`config.mk`:
```
export PLATFORM = sky130hd
export DESIGN_NAME = crc_engine
export DESIGN_NICKNAME = d
export VERILOG_FILES = /design/src/rtl/crc_engine.sv
export SDC_FILE = /design/constraint.sdc
export NUM_CORES = 1
export LEC_CHECK = 0
export CAP_MARGIN = 10
export CORE_UTILIZATION = 54
export DETAILED_ROUTE_END_ITERATION = 12
export HOLD_SLACK_MARGIN = 0.03
export PLACE_DENSITY = 0.85
export SETUP_SLACK_MARGIN = 0.02
export SYNTH_ARGS = -nofsm -noshare
export SYNTH_HDL_FRONTEND = slang
export SYNTH_SLANG_ARGS = --single-unit
export TNS_END_PERCENT = 100
```
`constraint.sdc`:
```
create_clock -name clk -period 4.49 [get_ports clk]
set_input_delay 0.6735 -clock clk [delete_from_list [all_inputs] [get_ports clk]]
set_output_delay 0.6735 -clock clk [all_outputs]
set_load 0.02 [all_outputs]
```
`src/rtl/crc_engine.sv`:
```
// crc_engine: parametrised LFSR CRC generator/checker for the SerDes link layer.
// A frame {payload, crc_field} is captured on start and fed MSB-first through a
// non-augmented, non-reflected LFSR, BITS_PER_CYCLE bits per clock. Generate
// mode stops after the payload; check mode also runs the CRC field through and
// flags a non-zero residue.
module crc_engine #(
   parameter int                    DATA_LENGTH    = 64,
   parameter int                    CRC_LENGTH     = 10,
   parameter logic [CRC_LENGTH-1:0] POLY           = 10'h233,
   parameter logic [CRC_LENGTH-1:0] INIT           = '0,
   parameter int                    BITS_PER_CYCLE = 1,
   parameter int                    CNT_WIDTH      = $clog2(DATA_LENGTH+CRC_LENGTH+1)
) (
   input  logic                              clk,
   input  logic                              rst,
   input  logic                              crc_start,
   input  logic                              crc_mode,
   input  logic                              crc_abort,
   input  logic [DATA_LENGTH+CRC_LENGTH-1:0] crc_data_i,
   output logic                              crc_busy,
   output logic                              crc_vld,
   output logic [CRC_LENGTH-1:0]             crc_o,
   output logic                              crc_err,
   output logic [CNT_WIDTH-1:0]              crc_cnt
);

   localparam int FRAME_LENGTH = DATA_LENGTH + CRC_LENGTH;

   // The bit counter only ever lands exactly on the payload or frame length
   // when the per-cycle step divides both.
   if (BITS_PER_CYCLE < 1 ||
       (DATA_LENGTH % BITS_PER_CYCLE) != 0 ||
       (CRC_LENGTH % BITS_PER_CYCLE) != 0) begin : g_bpc_check
      $fatal(1, "crc_engine: BITS_PER_CYCLE must divide DATA_LENGTH and CRC_LENGTH");
   end

   typedef enum logic {IDLE, CALC} state_t;

   state_t                  state;
   state_t                  state_nxt;
   logic [FRAME_LENGTH-1:0] shreg;
   logic [CRC_LENGTH-1:0]   lfsr;
   logic [CRC_LENGTH-1:0]   lfsr_nxt;
   logic [CNT_WIDTH-1:0]    cnt;
   logic [CNT_WIDTH-1:0]    cnt_nxt;
   logic [CNT_WIDTH-1:0]    total;
   logic                    mode;
   logic                    vld;
   logic                    err;
   logic                    done;

   // Advance the LFSR over a group of bits, oldest (MSB) bit first.
   function automatic logic [CRC_LENGTH-1:0] lfsr_advance(
      input logic [CRC_LENGTH-1:0]     seed,
      input logic [BITS_PER_CYCLE-1:0] bits
   );
      logic [CRC_LENGTH-1:0] acc;
      logic                  fb;
      acc = seed;
      for (int i = BITS_PER_CYCLE - 1; i >= 0; i--) begin
         fb  = bits[i] ^ acc[CRC_LENGTH-1];
         acc = {acc[CRC_LENGTH-2:0], 1'b0} ^ (fb ? POLY : '0);
      end
      return acc;
   endfunction

   assign lfsr_nxt = lfsr_advance(lfsr, shreg[FRAME_LENGTH-1 -: BITS_PER_CYCLE]);
   assign cnt_nxt  = cnt + CNT_WIDTH'(BITS_PER_CYCLE);
   assign done     = (cnt_nxt == total);

   // State register.
   always_ff @(posedge clk or posedge rst) begin
      if (rst) begin
         state <= IDLE;
      end else begin
         state <= state_nxt;
      end
   end

   // Next state: start only from IDLE; abort or reaching the bit total ends CALC.
   always_comb begin
      state_nxt = state;
      case (state)
         IDLE:    if (crc_start) state_nxt = CALC;
         CALC:    if (crc_abort || done) state_nxt = IDLE;
         default: state_nxt = IDLE;
      endcase
   end

   // Datapath: capture the frame on start, then shift and divide while in CALC.
   always_ff @(posedge clk or posedge rst) begin
      if (rst) begin
         shreg <= '0;
         lfsr  <= '0;
         cnt   <= '0;
         total <= '0;
         mode  <= 1'b0;
         vld   <= 1'b0;
         err   <= 1'b0;
      end else begin
         vld <= 1'b0;
         case (state)
            IDLE: begin
               if (crc_start) begin
                  shreg <= crc_data_i;
                  mode  <= crc_mode;
                  lfsr  <= INIT;
                  cnt   <= '0;
                  err   <= 1'b0;
                  total <= crc_mode ? CNT_WIDTH'(FRAME_LENGTH) : CNT_WIDTH'(DATA_LENGTH);
               end
            end
            CALC: begin
               // The abort edge still consumes its bits so crc_o/crc_cnt show
               // how far the division got; only the completion is suppressed.
               shreg <= shreg << BITS_PER_CYCLE;
               lfsr  <= lfsr_nxt;
               cnt   <= cnt_nxt;
               if (done && !crc_abort) begin
                  vld <= 1'b1;
                  err <= mode && (lfsr_nxt != '0);
               end
            end
            default: ;
         endcase
      end
   end

   assign crc_busy = (state == CALC);
   assign crc_vld  = vld;
   assign crc_o    = lfsr;
   assign crc_err  = err;
   assign crc_cnt  = cnt;

endmodule
```
Fig. 1: sequential cells grouped by signal name
Scale: 4 px per um. Other sequential cells in the stronger gray, the rest of the logic in the fainter gray.
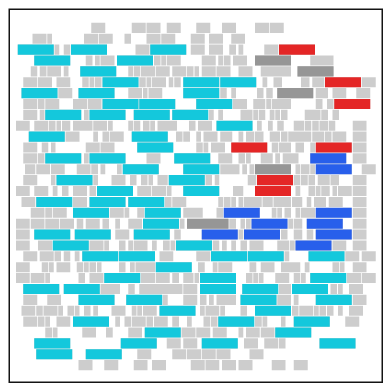
- red: crc_cnt (placed flops 7)
- cyan: shreg (placed flops 74)
- blue: crc_o (placed flops 10; where right middle)
- not colored: 5

==> results.toml <==
# implementation run metrics
[logic_synthesis]
largest_area_cell = "dfrtp_1"
ys_sh_aoi_pct = 11.8
ys_area_um2 = 4460
ys_warn_count = 0
async_flop_share_pct = 100
edf_count = 0
yosysMostFrequentCell = "nand2_1"
synth_top_area_share_pct = 53.9
top_cells_by_count = "nand2_1 (99), dfrtp_1 (96), o21ai_0 (86), mux2i_1 (75), clkbuf_1 (20)"
netlist_area_um2 = 4460
ff_type = "dfrtp_1"
ys.flops = 96
mux_area_share_pct = 17.1
yosys.area_share.adder_pct = 0.561
ys_top_logic_family = "multiplexers"
synth_cell_type_count = 32
synthXorXnorAreaFrac_pct = 1.94
ys_seq_share_pct = 53.9

[worst_setup_path]
required_ns = 3.82
regToRegSetupSlack_ns = 2.22
crit_arrival_ns = 1.65
r2r_end = "crc_err$_DFFE_PP0P_"
r2r-start = "crc_busy$_DFF_PP0_"
worstSetupStartpoint = "crc_busy$_DFF_PP0_"
critPathMaxStageDelay_ns = 0.67
cp.depth = 1
path_delay_family = "buffers and inverters"
path_buffers = 1
slowest_stage = "clkdlybuf4s50_1"
path_cells = "clkdlybuf4s50_1"
crit_type = "reg2out"
reg2reg_depth = 4
setup.worst_path.start_class = "flop"
endpoint = "crc_busy"

[sta]
fin_crit_ns = 2.33
setup-violations-final = 0
timing.fmax_mhz = 430
finalClockSkew_ns = 0.00839

[cts]
htreeDepth = 3
cts_hold_buf = 0
cts_tree = "yes"
clk_pin_slew_worst_paths_ns = 0.09
clock-root-buffer = "clkbuf_8"
cts.sinks = 96
cts_setup_buffers = 0

[worst_hold_path]
holdPathEnd = "shreg[31]$_DFFE_PP0P_"
hold_class = "reg2reg"
holdCritStartpoint = "shreg[30]$_DFFE_PP0P_"

[cells_and_area]
flops = 96
comb_area_share_pct = 33.8
nonClkBufAreaFrac_pct = 17.8
syn_to_final_growth_pct = 27.1
antennaDiodeCount = 0
drive_gt1_share_pct = 5.12
n_all_inverters = 5
clkbuf_count = 11
nFillCells = 601
multi_input_comb_area_um2 = 1920
largestClassByArea = "registers"
clk_share_pct = 3.31
layout_top_cell = "nand2_1"
finalNonFillerCells = 629
num-nets-final = 603

[route]
drt_wl_total_um = 9010
vias = 3441
drtIter0Drc = 181
drc_errors = 0
dr.pass1.iters = 4
vias_per_cell = 5.47
wl_met3_um = 530
ant_nets = 0
wl_met1_um = 3960
top_layer = "met4"

[die]
io_pins = 99
die_height_um = 92.9
die_w_um = 92.9
tap-cell-count = 102
initial_utilization_pct = 56.8

[grt]
antenna_found_initial = 0
grt_pass1_vias = 3335
use_met3_pct = 6.81
overflow = 0
grt_busiest_layer = "met2"
grt_util_met1_pct = 30.1
grt_pass1_wl_um = 15400

[run_status]
status = "completed"

[power]
peakVddDrop_v = 0.000307

[run]
max_cap_viol_count = 0

[placed_design]
gp_congestion = 0.792
dp_cells = 613
Fig. 2: cell sizes after repair
Scale: 4 px per um.
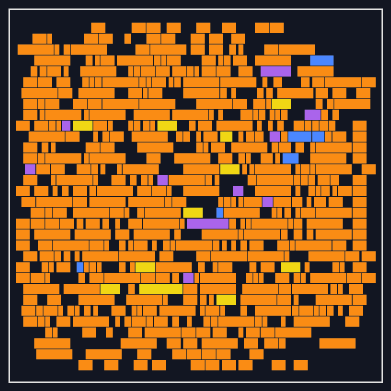
- yellow: x6 and larger (cells 11)
- orange: x1 and smaller (cells 500)
- purple: x3 and x4 (cells 10)
- blue: x2 (cells 6)

==> registers in the layout, indices dropped and copies added (netlist names) <==
register / flops
crc_busy: 1
crc_cnt: 7
crc_err: 1
crc_o: 10
crc_vld: 1
shreg: 74
total: 2
==> report_power, final <==
group	internal (uW)	switching, uW	leakage [uW]	total, uW
Clock	258	293	0.0000937	552
Sequential	1100	183	0.00120	1280
Combinational	333	356	0.00121	689
Total	1690	832	0.00251	2520
==> through the flow <==
step	setup slack, ns	area (um2)	total power, uW	util, %	hold WS [ns]
floorplan	1.31	4460	1710	-	0.449
global placement	2.29	5480	1950	69.8	0.460
detailed placement	2.21	5480	2000	69.8	0.462
CTS	2.15	5670	2550	72.2	0.484
global route	2.00	5670	2700	72.2	0.508
finish	2.16	5670	2520	72.2	0.482
Power and IR drop assume default switching activity.
